**Metal layers overlaid**

The bar under the picture is 20 um long. Two of the layers only.
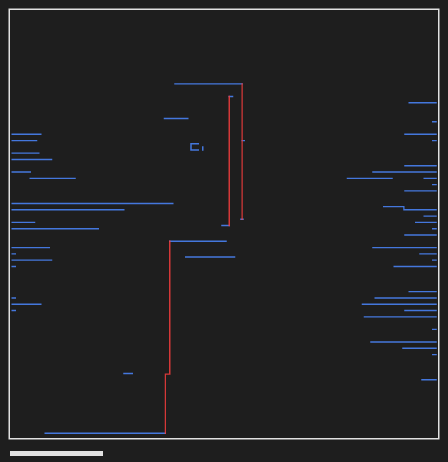
**Sequential cells colored by netlist name**

The bar under the picture is 20 um long. Other sequential cells in the stronger gray, the rest of the logic in the fainter gray.
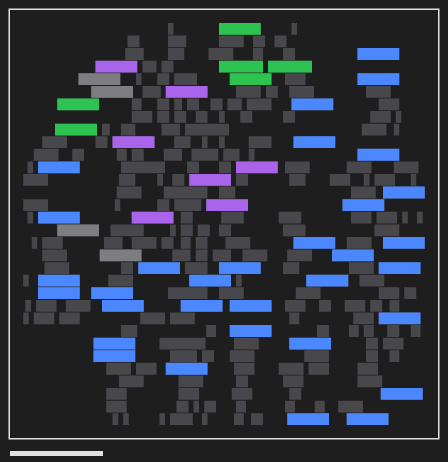
**Cell classes on the final placement**

The bar under the picture is 20 um long.
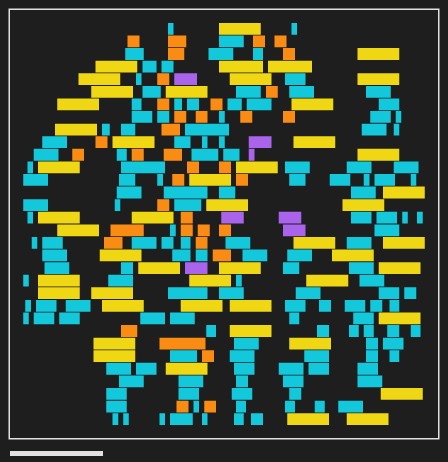
**Track usage over the die**

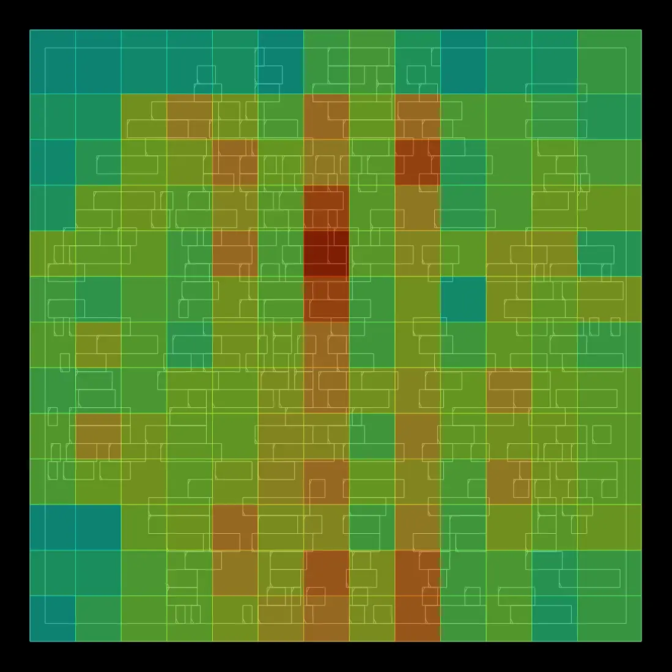
==> src/rtl/riscv_pkg.sv <==
// -----------------------------------------------------------------------------
// riscv_pkg
// Shared definitions for the instruction encoder: supported RV32I opcodes,
// the instruction word type and the encoder FSM state encoding.
// No ports (package).
// -----------------------------------------------------------------------------
package riscv_pkg;

    localparam logic [6:0] OPCODE_LW    = 7'b0000011;
    localparam logic [6:0] OPCODE_SW    = 7'b0100011;
    localparam logic [6:0] OPCODE_OPIMM = 7'b0010011;

    typedef logic [31:0] instr_t;

    typedef enum logic [1:0] {
        IDLE  = 2'd0,
        WRITE = 2'd1,
        FULL  = 2'd2
    } enc_state_t;

    // True when imm is representable as a 12-bit signed immediate.
    function automatic logic imm12_fits(input logic [31:0] imm);
        return imm == {{20{imm[11]}}, imm[11:0]};
    endfunction

endpackage

==> src/rtl/instr_pack.sv <==
// -----------------------------------------------------------------------------
// instr_pack
// Combinational packer: scatters instruction fields into an RV32I word.
// I-type (LW, OP-IMM) and S-type (SW) are supported; anything else is flagged
// as not legal and produces an all-zero word.
// Build option: INSTR_ENCODER_RANGE_CHECK_EN -- when defined, an immediate
// outside -2048..2047 also makes the bundle not legal; when undefined the
// immediate is silently truncated to imm[11:0].
// Ports:
//   opcode [6:0], funct3 [2:0], rd/rs1/rs2 [4:0], imm [31:0]  - fields in
//   word   [31:0]  - encoded instruction
//   legal          - bundle may be written
// -----------------------------------------------------------------------------
module instr_pack
    import riscv_pkg::*;
(
    input  logic [6:0]  opcode,
    input  logic [2:0]  funct3,
    input  logic [4:0]  rd,
    input  logic [4:0]  rs1,
    input  logic [4:0]  rs2,
    input  logic [31:0] imm,
    output instr_t      word,
    output logic        legal
);

    logic imm_ok;

`ifdef INSTR_ENCODER_RANGE_CHECK_EN
    assign imm_ok = imm12_fits(imm);
`else
    logic unused_imm_hi;
    assign unused_imm_hi = ^imm[31:12];
    assign imm_ok        = 1'b1;
`endif

    always_comb begin
        word  = '0;
        legal = 1'b0;
        case (opcode)
            OPCODE_LW, OPCODE_OPIMM: begin
                word  = {imm[11:0], rs1, funct3, rd, opcode};
                legal = imm_ok;
            end
            OPCODE_SW: begin
                word  = {imm[11:5], rs2, rs1, funct3, imm[4:0], opcode};
                legal = imm_ok;
            end
            default: begin
                word  = '0;
                legal = 1'b0;
            end
        endcase
    end

endmodule

==> src/rtl/instr_encoder.sv <==
// -----------------------------------------------------------------------------
// instr_encoder
// Accepts instruction field bundles over a valid/ready handshake, encodes them
// with instr_pack and writes the words to instruction memory at successive
// word addresses starting at 0. Stops (FULL) after address DEPTH-1 is written.
// Rejected bundles (unsupported opcode, or out-of-range immediate when
// INSTR_ENCODER_RANGE_CHECK_EN is defined) are consumed and set sticky o_err.
// Ports:
//   i_clk, i_arst_n       clock, async active-low reset
//   i_clear               sync clear of pointer/count/error, FSM to IDLE
//   i_valid / o_ready     bundle handshake
//   i_opcode..i_imm       instruction fields
//   o_memWrEn/o_memAddr/o_memWrData  one-cycle write port, 1 cycle latency
//   o_count               words written since reset/clear
//   o_err                 sticky rejection flag
//
// state | meaning
// IDLE  | no write issued last cycle, accepting
// WRITE | write strobe active this cycle, accepting (back-to-back)
// FULL  | DEPTH words written, accepting nothing until i_clear
// -----------------------------------------------------------------------------
module instr_encoder
    import riscv_pkg::*;
#(
    parameter int DEPTH  = 64,
    parameter int ADDR_W = $clog2(DEPTH)
) (
    input  logic              i_clk,
    input  logic              i_arst_n,
    input  logic              i_clear,
    input  logic              i_valid,
    output logic              o_ready,
    input  logic [6:0]        i_opcode,
    input  logic [2:0]        i_funct3,
    input  logic [4:0]        i_rd,
    input  logic [4:0]        i_rs1,
    input  logic [4:0]        i_rs2,
    input  logic [31:0]       i_imm,
    output logic              o_memWrEn,
    output logic [ADDR_W-1:0] o_memAddr,
    output logic [31:0]       o_memWrData,
    output logic [ADDR_W:0]   o_count,
    output logic              o_err
);

    localparam logic [ADDR_W-1:0] LAST_ADDR = ADDR_W'(DEPTH - 1);
    localparam logic [ADDR_W:0]   LAST_CNT  = (ADDR_W + 1)'(DEPTH - 1);

    enc_state_t state, state_nxt;
    instr_t     word;
    logic       legal;
    logic       accept;
    logic       wr;
    logic       rej;

    instr_pack u_pack (
        .opcode (i_opcode),
        .funct3 (i_funct3),
        .rd     (i_rd),
        .rs1    (i_rs1),
        .rs2    (i_rs2),
        .imm    (i_imm),
        .word   (word),
        .legal  (legal)
    );

    always_ff @(posedge i_clk or negedge i_arst_n) begin
        if (!i_arst_n) state <= IDLE;
        else           state <= state_nxt;
    end

    always_comb begin
        state_nxt = state;
        o_ready   = !i_clear && (state != FULL) &&
                    !((state == WRITE) && (o_memAddr == LAST_ADDR));
        accept    = i_valid && o_ready;
        wr        = accept && legal;
        rej       = accept && !legal;

        if (i_clear) begin
            state_nxt = IDLE;
        end else begin
            case (state)
                IDLE, WRITE: begin
                    // The write pointer is o_count, so the word being
                    // written lands at DEPTH-1 when o_count == DEPTH-1.
                    if (wr) state_nxt = (o_count == LAST_CNT) ? FULL : WRITE;
                    else    state_nxt = IDLE;
                end
                FULL:    state_nxt = FULL;
                default: state_nxt = IDLE;
            endcase
        end
    end

    always_ff @(posedge i_clk or negedge i_arst_n) begin
        if (!i_arst_n) begin
            o_memWrEn   <= 1'b0;
            o_memAddr   <= '0;
            o_memWrData <= '0;
            o_count     <= '0;
            o_err       <= 1'b0;
        end else if (i_clear) begin
            o_memWrEn <= 1'b0;
            o_count   <= '0;
            o_err     <= 1'b0;
        end else begin
            o_memWrEn <= wr;
            if (wr) begin
                o_memAddr   <= o_count[ADDR_W-1:0];
                o_memWrData <= word;
                o_count     <= o_count + (ADDR_W + 1)'(1);
            end
            if (rej) o_err <= 1'b1;
        end
    end

endmodule

==> config.mk <==
export PLATFORM = sky130hd
export DESIGN_NAME = instr_encoder
export DESIGN_NICKNAME = d
export VERILOG_FILES = /design/src/rtl/riscv_pkg.sv /design/src/rtl/instr_pack.sv /design/src/rtl/instr_encoder.sv
export SDC_FILE = /design/constraint.sdc
export NUM_CORES = 1
export LEC_CHECK = 0
export CAP_MARGIN = 10
export CELL_PAD_IN_SITES_DETAIL_PLACEMENT = 1
export CELL_PAD_IN_SITES_GLOBAL_PLACEMENT = 2
export CORE_MARGIN = 2
export CORE_UTILIZATION = 36
export CTS_CLUSTER_DIAMETER = 200
export DETAILED_ROUTE_END_ITERATION = 8
export DONT_BUFFER_PORTS = 1
export PLACE_DENSITY = 0.73
export SYNTH_ARGS = -nofsm -noshare
export SYNTH_HDL_FRONTEND = slang
export SYNTH_HIERARCHICAL = 1
export SYNTH_SLANG_ARGS = --single-unit
==> constraint.sdc <==
create_clock -name i_clk -period 1.49 [get_ports i_clk]
set_input_delay 0.2235 -clock i_clk [delete_from_list [all_inputs] [get_ports i_clk]]
set_output_delay 0.2235 -clock i_clk [all_outputs]
set_load 0.03 [all_outputs]
==> flow_summary.html <==
<h3>Flow metrics</h3>
<table>
<tr><th>Metric</th><th>Value</th></tr>
<tr><th colspan="2">STA</th></tr>
<tr><td>Clk_skew</td><td>0.00944 ns</td></tr>
<tr><td>Final setup viols</td><td>46</td></tr>
<tr><td>Post-route minimum period</td><td>1.69 ns</td></tr>
<tr><td>Final worst hold slack</td><td>0.0219 ns</td></tr>
<tr><td>Setup slack after layout</td><td>-0.203 ns</td></tr>
<tr><td>Ratio of final minimum period to clock period</td><td>114%</td></tr>
<tr><td>Final hold viol count</td><td>0</td></tr>
<tr><th colspan="2">Clock tree</th></tr>
<tr><td>Hold_buf cts</td><td>3</td></tr>
<tr><td>Buffers inserted during post-CTS setup optimization</td><td>3</td></tr>
<tr><td>Number of CTS-inserted buffers</td><td>5</td></tr>
<tr><td>Clock tree from TritonCTS</td><td>done</td></tr>
<tr><td>Clock Tree Buf Depth</td><td>2</td></tr>
<tr><td>Root cell of the clock tree</td><td>sky130_fd_sc_hd__clkbuf_8</td></tr>
<tr><td>CTS-repair resized insts</td><td>9</td></tr>
<tr><th colspan="2">Setup path</th></tr>
<tr><td>Worst Path Max Fanout</td><td>2</td></tr>
<tr><td>Cell at the slowest stage of the critical path</td><td>sky130_fd_sc_hd__dfrtp_2</td></tr>
<tr><td>List of cells traversed by the critical path</td><td>nand4_1 -&gt; o311ai_4 -&gt; buf_6 -&gt; inv_2 -&gt; buf_6</td></tr>
<tr><td>Arrival time of the worst setup path</td><td>1.47 ns</td></tr>
<tr><td>Data required time at the worst endpoint</td><td>1.27 ns</td></tr>
<tr><td>Path depth of the worst reg2reg path</td><td>6</td></tr>
<tr><th colspan="2">Power and ir drop</th></tr>
<tr><td>Worst IR Drop VDD</td><td>0.000331 V</td></tr>
<tr><td>P_int</td><td>0.00180 W</td></tr>
<tr><td>Share of total power consumed by net switching</td><td>25.0%</td></tr>
<tr><td>Pwr Density</td><td>719 mW/mm2</td></tr>
<tr><td>Clock network fraction of total power</td><td>33.3%</td></tr>
<tr><td>Logic gate share of total power</td><td>8.9%</td></tr>
<tr><th colspan="2">Synth</th></tr>
<tr><td>Area share of fa/ha/maj cells after synthesis</td><td>0.444%</td></tr>
<tr><td>Yosys cell types</td><td>40</td></tr>
<tr><td>Dominant flop cell</td><td>sky130_fd_sc_hd__dfrtp_1</td></tr>
<tr><td>Dominant combinational family</td><td>multiplexers</td></tr>
<tr><td>Synthesized area</td><td>0.00282 mm2</td></tr>
<tr><td>Seq/Total Area, Yosys</td><td>43.5%</td></tr>
<tr><td>Yosys top cell by area</td><td>sky130_fd_sc_hd__dfrtp_1</td></tr>
<tr><td>Mean Syn Cell Area</td><td>13.2 um2</td></tr>
<tr><td>Synth top cells by count</td><td>sky130_fd_sc_hd__dfrtp_1, sky130_fd_sc_hd__mux2_4, sky130_fd_sc_hd__inv_1, sky130_fd_sc_hd__nor4_2</td></tr>
<tr><th colspan="2">Worst hold path</th></tr>
<tr><td>Worst Hold Path EP</td><td>state[1]</td></tr>
<tr><td>Worst hold path cell count</td><td>1</td></tr>
<tr><th colspan="2">Die</th></tr>
<tr><td>Height of the chip</td><td>92.5 um</td></tr>
<tr><td>Init Core Util</td><td>36.8%</td></tr>
<tr><th colspan="2">Run status</th></tr>
<tr><td>Outcome</td><td>complete, but fails checks</td></tr>
<tr><td>Failing checks</td><td>setup timing</td></tr>
<tr><th colspan="2">GRT</th></tr>
<tr><td>Vias in the first global route</td><td>1924</td></tr>
<tr><td>Largest net degree at the start of global routing</td><td>50</td></tr>
<tr><th colspan="2">Placement</th></tr>
<tr><td>Total half-perimeter wirelength after legalization and detailed placement</td><td>4490 um</td></tr>
<tr><th colspan="2">Cells and area</th></tr>
<tr><td>Post-route non-filler standard cell count</td><td>342</td></tr>
<tr><th colspan="2">Route</th></tr>
<tr><td>Average vias per placed instance</td><td>5.28</td></tr>
<tr><th colspan="2">Run</th></tr>
<tr><td># Max-Cap Violations</td><td>0</td></tr>
</table>
## Picture notes: 'metal layers overlaid'
- blue: metal 3 (wire length 416 um)
- red: metal 4 (wire length 99.5 um)
overall via count from detail_route: 1806
total routing resource utilization after global routing: 15.7%
wirelength, routed: 6600 um
post-DR wirelength/cell: 19.3 um

## Picture notes: 'sequential cells colored by netlist name'
- purple: `o_count` (flops 7)
- blue: `o_memWrData` (flops 32)
- green: `o_memAddr` (flops 6)
- not colored: 4
P_seq: 0.00138 W
utilization of the core after routing: 43.5%
area taken by flip-flops and latches: 0.00123 mm2
sequential share of cell area: 36.9%

## Picture notes: 'cell classes on the final placement'
- cyan: combinational and other logic (cells 147)
- orange: remaining buffers and delay cells (cells 37)
- purple: clock drivers and dummy loads (cells 7)
- yellow: sequential cells (cells 49)
Finished Cell Area: 0.00333 mm2
Core ar.: 0.00765 mm2
number of placement rows: 32

## Picture notes: 'track usage over the die'
GR Util met3: 4.48%
GRT met1 Usage: 19.1%

## registers in the layout, indices dropped and copies added (netlist names)
name	flops
o_memWrEn	1
o_err	1
o_memAddr	6
o_memWrData	32
state	2
o_count	7
## per-layer routing
| layer | track usage, % | part of all wire [%] | wire [um] |
|---|---|---|---|
| met3 | 4.48 | 6.3 | 416 |
| met5 | 0 | 0 | 0 |
| met2 | 27.1 | 50 | 3300 |
| met1 | 19.1 | 42 | 2780 |
| met4 | 4.23 | 1.5 | 99 |
## layout make-up
class,count,area [um2]
clock buffers,7,86.3
fillers,796,4320
inverters,19,71.3
multi-input cells,128,1480
flip-flops and latches,49,1230
well taps,102,128
repair buffers,37,334
## worst max-delay path, delay by kind of cell, from the launching register on
| family | cells | cell delay, ns |
|---|---|---|
| and+or+nand+nor | 1 | 0.20 |
| DFF | 1 | 0.37 |
| buffers and inverters | 3 | 0.30 |
| AOI/OAI and AO/OA | 1 | 0.31 |
## cell usage in the layout, fill, tap and decap left out, drive strengths merged, types with 2 or more instances in the layout
cell type	instances
dfrtp	49
mux2	39
buf	35
inv	17
nor4	16
nand2b	11
nand3b	10
a211oi	10
clkbuf	7
nand2	5
or4	4
o311ai	3
conb	3
nand3	3
nor3	3
clkinv	2
mux2i	2
o31ai	2
o41ai	2
dlygate4sd3	2
nor2	2
a21oi	2
nor4b	2
## through the flow
stage          total power [W]  worst slack (ns)  utilization [%]  setup TNS [ns]
2_1_floorplan          0.00156            -0.468                -          -20.79
3_3_place_gp           0.00157            -0.389             39.9          -16.40
3_5_place_dp           0.00157            -0.446             39.9          -18.63
4_1_cts                0.00243            -0.229             42.4           -8.74
5_1_grt                0.00250            -0.267             43.5          -10.36
6_report               0.00239            -0.203             43.5           -7.84
Power and IR drop assume default switching activity.
